Fig. 1: run 1, sequential cells coloured by netlist name
Other sequential cells in the stronger grey, the rest of the logic in the fainter grey.
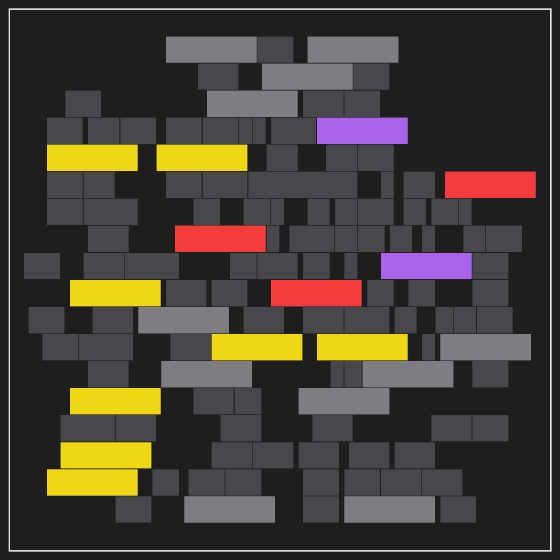
Fig. 2: run 1, congestion heat map
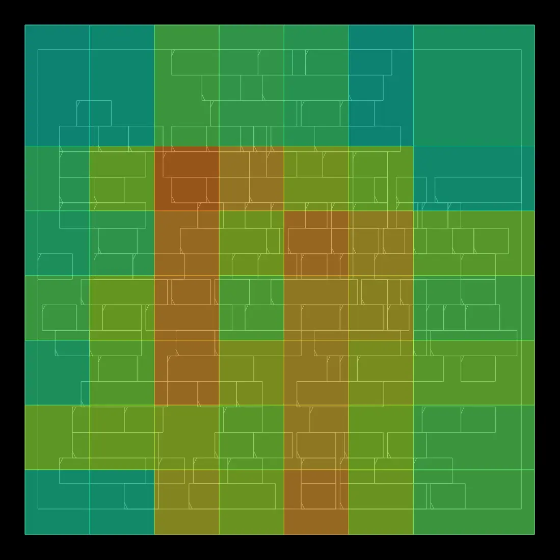
Fig. 3: run 1, cell area per tile
The die is cut into 11 by 11 equal tiles; black is low, pale yellow is high, 0 to 100% covered.
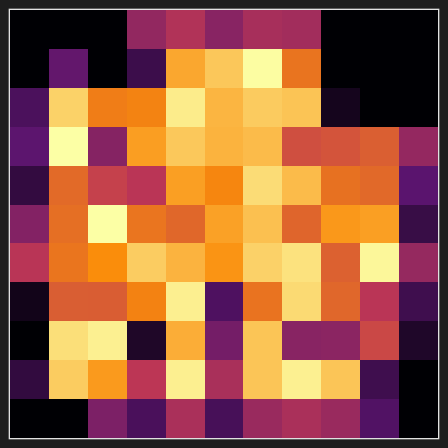
Fig. 4: run 1, drive-strength map
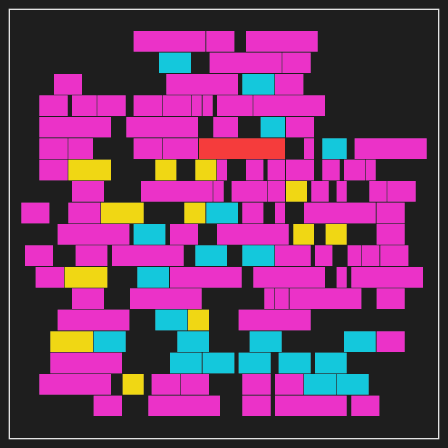
[src/rtl/seq_magnitude_comparator_if.sv]
// Request/response bundle for seq_magnitude_comparator.
// The master modport issues compares and the slave modport is the comparator.
interface seq_magnitude_comparator_if #(
  parameter int W = 8
);
  logic         start;
  logic [W-1:0] a;
  logic [W-1:0] b;
  logic         is_signed;
  logic         ready;
  logic         done;
  logic         agtb;
  logic         aeqb;
  logic         altb;

  modport master (
    output start, a, b, is_signed,
    input  ready, done, agtb, aeqb, altb
  );

  modport slave (
    input  start, a, b, is_signed,
    output ready, done, agtb, aeqb, altb
  );
endinterface

[src/rtl/seq_magnitude_comparator.sv]
// Multi-cycle W-bit magnitude comparator that walks D-bit chunks MSB-first and
// stops at the first chunk that differs. Flags are registered and held between results.
module seq_magnitude_comparator #(
  parameter int W = 8,
  parameter int D = 1
) (
  input logic                      clk,
  input logic                      reset_n,
  seq_magnitude_comparator_if.slave bus
);

  localparam int N  = W / D;
  localparam int CW = (N > 1) ? $clog2(N) : 1;

  localparam logic [1:0] S_IDLE = 2'd0;
  localparam logic [1:0] S_RUN  = 2'd1;
  localparam logic [1:0] S_DONE = 2'd2;

  logic [1:0]    state_q, state_d;
  logic [W-1:0]  opA_q, opA_d;
  logic [W-1:0]  opB_q, opB_d;
  logic [CW-1:0] chunkIdx_q, chunkIdx_d;
  logic          gt_q, gt_d;
  logic          eq_q, eq_d;
  logic          lt_q, lt_d;

  logic [W-1:0]  signFlip;
  logic [D-1:0]  chunkA;
  logic [D-1:0]  chunkB;

  // Flipping the sign bit maps two's-complement order onto unsigned order.
  assign signFlip = {bus.is_signed, {(W-1){1'b0}}};

  // Operands shift left as chunks are consumed, so the chunk under test is
  // always the top D bits and no wide variable-index mux is needed.
  assign chunkA = opA_q[W-1 -: D];
  assign chunkB = opB_q[W-1 -: D];

  always_comb begin
    state_d    = state_q;
    opA_d      = opA_q;
    opB_d      = opB_q;
    chunkIdx_d = chunkIdx_q;
    gt_d       = gt_q;
    eq_d       = eq_q;
    lt_d       = lt_q;

    case (state_q)
      S_IDLE: begin
        if (bus.start) begin
          opA_d      = bus.a ^ signFlip;
          opB_d      = bus.b ^ signFlip;
          chunkIdx_d = CW'(N - 1);
          state_d    = S_RUN;
        end
      end

      S_RUN: begin
        if (chunkA != chunkB) begin
          gt_d    = (chunkA > chunkB);
          lt_d    = (chunkA < chunkB);
          eq_d    = 1'b0;
          state_d = S_DONE;
        end else if (chunkIdx_q == '0) begin
          gt_d    = 1'b0;
          lt_d    = 1'b0;
          eq_d    = 1'b1;
          state_d = S_DONE;
        end else begin
          chunkIdx_d = chunkIdx_q - CW'(1);
          opA_d      = opA_q << D;
          opB_d      = opB_q << D;
        end
      end

      S_DONE: begin
        state_d = S_IDLE;
      end

      default: begin
        state_d = S_IDLE;
      end
    endcase
  end

  always_ff @(posedge clk or negedge reset_n) begin
    if (!reset_n) begin
      state_q    <= S_IDLE;
      opA_q      <= '0;
      opB_q      <= '0;
      chunkIdx_q <= '0;
      gt_q       <= 1'b0;
      eq_q       <= 1'b0;
      lt_q       <= 1'b0;
    end else begin
      state_q    <= state_d;
      opA_q      <= opA_d;
      opB_q      <= opB_d;
      chunkIdx_q <= chunkIdx_d;
      gt_q       <= gt_d;
      eq_q       <= eq_d;
      lt_q       <= lt_d;
    end
  end

  assign bus.ready = (state_q == S_IDLE);
  assign bus.done  = (state_q == S_DONE);
  assign bus.agtb  = gt_q;
  assign bus.aeqb  = eq_q;
  assign bus.altb  = lt_q;

endmodule

[src/flat_wrapper.sv]
// flat-port wrapper written by rule: the top's interface ports become plain ports
module seq_magnitude_comparator_flat 
#(
  parameter int W = 8,
  parameter int D = 1
)
  (clk, reset_n, bus_start, bus_a, bus_b, bus_is_signed, bus_ready, bus_done, bus_agtb, bus_aeqb, bus_altb);
  seq_magnitude_comparator_if #(.W(W)) bus_i ();
  input logic clk;
  input logic reset_n;
  input wire logic [$bits(bus_i.start)-1:0] bus_start;
  input wire logic [$bits(bus_i.a)-1:0] bus_a;
  input wire logic [$bits(bus_i.b)-1:0] bus_b;
  input wire logic [$bits(bus_i.is_signed)-1:0] bus_is_signed;
  output wire logic [$bits(bus_i.ready)-1:0] bus_ready;
  output wire logic [$bits(bus_i.done)-1:0] bus_done;
  output wire logic [$bits(bus_i.agtb)-1:0] bus_agtb;
  output wire logic [$bits(bus_i.aeqb)-1:0] bus_aeqb;
  output wire logic [$bits(bus_i.altb)-1:0] bus_altb;
  assign bus_i.start = bus_start;
  assign bus_i.a = bus_a;
  assign bus_i.b = bus_b;
  assign bus_i.is_signed = bus_is_signed;
  assign bus_ready = bus_i.ready;
  assign bus_done = bus_i.done;
  assign bus_agtb = bus_i.agtb;
  assign bus_aeqb = bus_i.aeqb;
  assign bus_altb = bus_i.altb;
  seq_magnitude_comparator #(.W(W), .D(D)) u_core (.clk(clk), .reset_n(reset_n), .bus(bus_i));
endmodule
[config.mk]
export PLATFORM = sky130hd
export DESIGN_NAME = seq_magnitude_comparator_flat
export DESIGN_NICKNAME = d
export VERILOG_FILES = /design/src/rtl/seq_magnitude_comparator_if.sv /design/src/rtl/seq_magnitude_comparator.sv /design/src/flat_wrapper.sv
export SDC_FILE = /design/constraint.sdc
export NUM_CORES = 1
export LEC_CHECK = 0
export CAP_MARGIN = 20
export CORE_UTILIZATION = 45
export DETAILED_ROUTE_END_ITERATION = 10
export PLACE_DENSITY = 0.71
export SLEW_MARGIN = 20
export SYNTH_ARGS = -nofsm -noshare
export SYNTH_HDL_FRONTEND = slang
export SYNTH_SLANG_ARGS = --single-unit
[constraint.sdc]
create_clock -name clk -period 2.2 [get_ports clk]
set_clock_uncertainty 0.2 [all_clocks]
set_input_delay 0.22 -clock clk [delete_from_list [all_inputs] [get_ports clk]]
set_output_delay 0.22 -clock clk [all_outputs]
set_load 0.02 [all_outputs]
==> reports/qor.json, run 1 <==
{
  "status": "completed",
  "dr_total_vias": 768,
  "hold_slack_ps": 44.3,
  "max-clock-path-buffers": 2,
  "cts.hold.buffers_added": 0,
  "final-setup-viol-count": 0,
  "totalNegativeSetupSlack_ps": 0,
  "critPathMaxStageDelay_ps": 650,
  "stage_log_warnings": 28,
  "finalCriticalPeriod_ps": 2080,
  "relSlewSlack": 0.792,
  "clock_buffers": 3,
  "timing.critical_path.depth": 2,
  "residual_overflow_from_global_routing": 0,
  "final_antenna_net_count": 0,
  "yosys_register_bits": 24,
  "yosys-top-cells-area": "dfrtp_1 49%, mux2_2 17%, mux2_4 4.9%, ha_1 4.1%, buf_6 3.7%",
  "instances_no_fill": 151,
  "cts_root_buffer": "clkbuf_4",
  "clock_cell_area_share": 0.0338,
  "cp.arrival_ps": 1660,
  "detailed_place.area_um2": 1500,
  "detail_route.first_pass.iterations": 4,
  "first_pass_grt_wire_length_mm": 3.51,
  "numClockSinks": 24,
  "num_tap_cells": 30,
  "cts_htree_levels": 1,
  "yosys.cell_types.count": 24,
  "power-per-cell-area_nw_per_um2": 1410,
  "worst_slew_pin_slew_ps": 312,
  "synth.avg_cell_area_um2": 13.4,
  "setup.worst_path.class": "flop to output port",
  "clk_pin_slew_worst_paths_ps": 130,
  "irDropWorstVdd_mv": 0.782,
  "critical_path_start_type": "flop",
  "cell_accounting_for_the_most_synthesized_area": "dfrtp_1",
  "total_power_uw": 2190,
  "critPathRequiredTime_ps": 1780,
  "slew_viol_final": 0,
  "worst_path_max_delay_cell": "clkdlybuf4s50_1",
  "layout.comb_gates.multi_input": 57,
  "tritoncts_clock_tree": "yes",
  "clk_latency_ps": 310,
  "reg2reg_setup_slack_ps": 290,
  "cp_top_family": "buffers and inverters",
  "worst_r2r_path_cells": 5,
  "place.detailed.hpwl_mm": 1.42,
  "drv_cap": 0,
  "detail_route.iter0.violations": 7,
  "chipWidth_um": 54.3,
  "max_clock_freq_ghz": 0.482,
  "num_antenna_cells": 0,
  "antenna_found_initial": 0,
  "placedCellCount": 147,
  "synthesized_nets": 116,
  "unrepaired_setup_endpoints_after_global_routing": "no",
  "grt_pass1_vias": 830,
  "most-common-layout-cells": "24 x clkdlybuf4s50_1, 24 x dfrtp_1, 19 x mux2_2",
  "drc": 0,
  "period_utilization": 0.943,
  "num-nets-final": 146,
  "timing.critical_path.buf_inv": 1,
  "critical_path.cell_chain": "nor2_1 > clkdlybuf4s50_1",
  "placement.io_buffers": 24,
  "postCtsSetupBuffers": 0,
  "dp_worst_setup_slack_ps": 302,
  "fp-row-count": 18,
  "yosys-stat-area_um2": 1230,
  "final-hold-violation-count": 0,
  "number_of_buffers_created_by_cts": 3,
  "via_per_inst": 5.09,
  "layout.filler_cells": 211,
  "combAreaFraction": 0.360,
  "share_of_the_synthesized_area_in_the_top_cell_type": 0.488,
  "post_route_cells_drive_above_1_share": 0.281,
  "nonClkBufAreaFrac": 0.179,
  "ctsResizeCount": 0,
  "flops": 24,
  "inverters_excl_clock": 7,
  "yosysWarningCount": 0,
  "finalWeightedCongestion": 0.782,
  "syn-cell-area_um2": 1230,
  "floorplan.die.height_um": 54.3,
  "synth.yosys.num_cells": 92,
  "i_o_pins": 25,
  "grt_start_max_net_pins": 25
}
About Fig. 1:
purple -> u_core.state_q  # sequential cells 2
red -> u_core.chunkIdx_q  # sequential cells 3
yellow -> u_core.opB_q  # sequential cells 8
not coloured = 11
FF+latch area: 601 um2
core occupancy in the finished layout: 0.616
Seq area share: 0.386
sequential power: 778 uW

About Fig. 2:
routed wire length per instance: 13.1 um
all-layer global routing usage: 0.166

About Fig. 3:
tiles over 75% full = 33%
emptiest ninth of the die = north-east
nearly empty tiles = 15%
starting density of the core: 0.488
CORE AREA: 2520 um2

About Fig. 4:
magenta -> _0 and _1 cells  # cells 87, share 72%
cyan -> _2 cells  # cells 21, share 17%
red -> _6 and larger  # cells 1, share 0.83%
yellow -> _3 and _4 cells  # cells 12, share 9.9%
Setup WS post-layout: 125 ps
synthesis-to-layout area growth: 26.2%
count of plain and timing-repair buffers: 29
final instance area: 1550 um2

run 1: layer usage:
layer | GRT usage | vias up | share of wire
met5 | 0 | - | 0
met4 | 0.0513 | 0 | 0.0076
met3 | 0.0250 | 2 | 0.035
met2 | 0.291 | 14 | 0.48
met1 | 0.207 | 369 | 0.48
li1 | - | 383 | -
run 1: kinds of logic after synthesis:
kind of cell               Yosys count  synth area share
AOI/OAI and AO/OA                    9            0.0559
xor gates and xnor gates             2            0.0142
adders and majority gates            4            0.0407
buffers and inverters               11            0.0579
DFF                                 24             0.488
muxes                               31             0.292
and+or+nand+nor                     11            0.0518
run 1: synthesized netlist by cell type, drive strengths merged:
cell    instances
a32o            1
o22a            1
o21ai           2
buf             4
inv             7
a311o           1
nand4           3
mux2           27
xor2            2
nor2            2
a31oi           1
and3            1
ha              4
o21bai          1
a21oi           1
nor2b           2
mux2i           4
a21o            1
nand2           1
dfrtp          24
nand2b          2
run 1: power by group:
part           total (uW)  internal, uW  switching (uW)
Clock                 316           184             132
Combinational        1100           635             461
Sequential            778           661             117
run 1: path summary, 6_finish.rpt:
path | startpoint | end
min in group clk | bus_a[0] | u_core.opA_q[0]
setup / recovery | u_core.state_q[0] | bus_ready
setup reg to reg | u_core.opB_q[7] | u_core.chunkIdx_q[1]
max in group asynchronous | reset_n | u_core.bus.agtb
hold / removal | reset_n | u_core.opB_q[3]
hold reg to reg | u_core.bus.aeqb | u_core.bus.aeqb
run 1: sequential cells by signal, indices dropped and copies added, names as in the netlist:
| register | count |
|---|---|
| u_core.state_q | 2 |
| u_core.bus.agtb | 1 |
| u_core.bus.altb | 1 |
| u_core.opB_q | 8 |
| u_core.bus.aeqb | 1 |
| u_core.chunkIdx_q | 3 |
| u_core.opA_q | 8 |
==> run 1 -> run 2 <==
GPL_ROUTABILITY_DRIVEN = 0   (was not set)
==> run 2 against run 1 <==
Net effect:
- clock power hardly changed
- core utilization unchanged
- total power stayed put
- routed wire length is the same
- via count did not move
- cell count is the same
- global-route usage unchanged
==> reports/qor.json, run 2 <==
{
  "status": {"value": "completed", "change": "unchanged"},
  "synth.cellmix.xorXnorShare": {"value": 0.0142, "change": "unchanged"},
  "total_power": {"value": 2190, "unit": "uW", "change": "unchanged"},
  "placement.io_buffers": {"value": 24, "change": "unchanged"},
  "synth.yosys.num_cells": {"value": 92, "change": "unchanged"},
  "finalCriticalPeriod": {"value": 2080, "unit": "ps", "change": "unchanged"},
  "irDropWorstVdd": {"value": 0.782, "unit": "mV", "change": "unchanged"},
  "largestRegisters": {"value": "u_core.opA_q (8), u_core.opB_q (8), u_core.chunkIdx_q (3)", "change": "unchanged"},
  "totalNegativeSetupSlack": {"value": 0, "unit": "ps", "change": "unchanged"},
  "synth-compound-area-share": {"value": 0.0559, "change": "unchanged"},
  "stage_log_warnings": {"value": 28, "change": "unchanged"},
  "final_antenna_net_count": {"value": 0, "change": "unchanged"},
  "netlist_top_cells_count": {"value": "24 x dfrtp_1, 19 x mux2_2, 7 x inv_1", "change": "unchanged"},
  "fp-row-count": {"value": 18, "change": "unchanged"},
  "synth_logic_family": {"value": "multiplexers", "change": "unchanged"},
  "grt.total_usage": {"value": 0.166, "change": "unchanged"},
  "critPathRequiredTime": {"value": 1780, "unit": "ps", "change": "about the same"},
  "final-setup-viol-count": {"value": 0, "change": "unchanged"},
  "max-clock-path-buffers": {"value": 2, "change": "unchanged"},
  "detail_route.iter0.violations": {"value": 7, "change": "unchanged"},
  "setup.worst_path.class": {"value": "flop to output port", "change": "unchanged"},
  "residual_overflow_from_global_routing": {"value": 0, "change": "unchanged"},
  "wl_per_cell": {"value": 13.1, "unit": "um", "change": "unchanged"},
  "floorplan.initialDensity": {"value": 0.488, "change": "unchanged"},
  "most-common-layout-cells": {"value": "24 x clkdlybuf4s50_1, 24 x dfrtp_1, 19 x mux2_2", "change": "unchanged"},
  "reported_net_switching_power": {"value": 711, "unit": "uW", "change": "unchanged"},
  "post_synth_mux_area_share": {"value": 0.292, "change": "unchanged"},
  "globalRouteMet3Util": {"value": 0.0250, "change": "unchanged"},
  "share_of_the_synthesized_area_in_the_top_cell_type": {"value": 0.488, "change": "unchanged"},
  "grt_pass1_vias": {"value": 830, "change": "unchanged"},
  "worst_r2r_path_cells": {"value": 5, "change": "unchanged"},
  "sequentialPowerShare": {"value": 0.355, "change": "about the same"},
  "ys_dominant_reg_cell": {"value": "dfrtp_1", "change": "unchanged"},
  "layout.filler_cells": {"value": 211, "change": "unchanged"},
  "yosys.cell_types.count": {"value": 24, "change": "unchanged"},
  "edff_count_synth": {"value": 0, "change": "unchanged"},
  "yosys_register_bits": {"value": 24, "change": "unchanged"},
  "yosysWarningCount": {"value": 0, "change": "unchanged"},
  "asyncSetResetFlopFracSynth": {"value": 1.00, "change": "unchanged"},
  "flop_area": {"value": 601, "unit": "um2", "change": "unchanged"},
  "cp.arrival": {"value": 1660, "unit": "ps", "change": "about the same"},
  "floorplan.die.height": {"value": 54.3, "unit": "um", "change": "unchanged"},
  "netlist.top_cell.by_instances": {"value": "dfrtp_1", "change": "unchanged"},
  "cts_htree_levels": {"value": 1, "change": "unchanged"},
  "critical_path_start_type": {"value": "flop", "change": "unchanged"},
  "i_o_pins": {"value": 25, "change": "unchanged"},
  "grt-busiest-layer": {"value": "met2", "change": "unchanged"},
  "chipWidth": {"value": 54.3, "unit": "um", "change": "unchanged"},
  "number_of_buffers_created_by_cts": {"value": 3, "change": "unchanged"},
  "drv_cap": {"value": 0, "change": "unchanged"},
  "drc": {"value": 0, "change": "unchanged"},
  "num-nets-final": {"value": 146, "change": "unchanged"},
  "yosys-top-cells-area": {"value": "dfrtp_1 49%, mux2_2 17%, mux2_4 4.9%, ha_1 4.1%, buf_6 3.7%", "change": "unchanged"},
  "synthToLayoutAreaGrowth": {"value": 26.2, "unit": "%", "change": "unchanged"},
  "reg2reg_setup_slack": {"value": 290, "unit": "ps", "change": "about the same"},
  "cellInternalPower": {"value": 1480, "unit": "uW", "change": "unchanged"},
  "period_utilization": {"value": 0.943, "change": "unchanged"},
  "dr_total_vias": {"value": 768, "change": "unchanged"},
  "unrepaired_setup_endpoints_after_global_routing": {"value": "no", "change": "unchanged"},
  "via_per_inst": {"value": 5.09, "change": "unchanged"}
}
==> run 2: critical path, cell delays in order (launching register included) <==
cell and delay, ps:
dfrtp_1 450, nor2_1 250, clkdlybuf4s50_1 650
==> run 2: area by class of cell <==
class                   instances  share of cell area
flip-flops and latches         24               0.386
multi-input cells              57               0.360
repair buffers                 29               0.179
well taps                      30              0.0242
clock inverters                 1              0.0193
inverters                       7              0.0169
clock buffers                   3              0.0145
==> run 2: worst paths after layout <==
kind / start / to
worst max-delay path: u_core.state_q[0] / bus_ready
worst min register to register: u_core.bus.aeqb / u_core.bus.aeqb
worst max register to register: u_core.opB_q[7] / u_core.chunkIdx_q[1]
max in group asynchronous: reset_n / u_core.bus.agtb
worst min-delay path: reset_n / u_core.opB_q[3]
min in group clk: bus_a[0] / u_core.opA_q[0]
==> run 2: logic make-up after synthesis <==
| group | Yosys count |
|---|---|
| muxes | 31 |
| DFF | 24 |
| buffers and inverters | 11 |
| and+or+nand+nor | 11 |
| AOI/OAI and AO/OA | 9 |
| adders and majority gates | 4 |
| xor gates and xnor gates | 2 |
==> run 2: power groups by stage <==
stage	sequential, uW	clock (uW)	combinational, uW
floorplan	784	0	871
global placement	780	0	1090
detailed placement	791	0	1090
CTS	780	330	1110
global route	809	339	1210
finish	778	316	1100
==> run 2: layer usage <==
metal / up-vias / wire length, um
met5: - / 0
met4: 0 / 15
met3: 2 / 70
met2: 14 / 942
met1: 369 / 947
li1: 383 / -
==> run 2: per-stage QoR <==
stage	hold slack [ps]	cells	utilization	setup WS, ps	cell area, um2
2_1_floorplan	-276	92	-	290	1230
3_3_place_gp	286	147	0.595	326	1500
3_5_place_dp	296	147	0.595	302	1500
4_1_cts	44.5	151	0.616	106	1550
5_1_grt	72.1	151	0.616	48.3	1550
6_report	44.3	151	0.616	125	1550
Fig. 5: run 2, drive-strength map
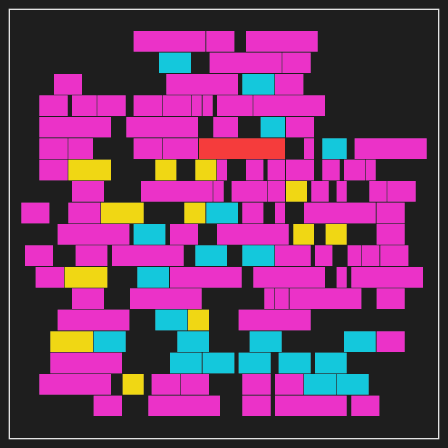
yellow -> _3 and _4 cells  # cells 12, share 9.9%
cyan -> _2 cells  # cells 21, share 17%
magenta -> _0 and _1 cells  # cells 87, share 72%
red -> _6 and larger  # cells 1, share 0.83%

Fig. 6: run 2, cells coloured by class
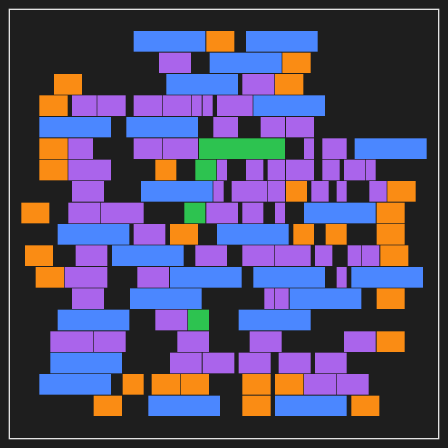
orange -> remaining buffers and delay cells  # cells 29, share of their area 18%
blue -> sequential cells  # cells 24, share of their area 40%
green -> clock drivers and dummy loads  # cells 4, share of their area 3.5%
purple -> combinational and other logic  # cells 64, share of their area 39%

Power is estimated from default activity; no workload was simulated.
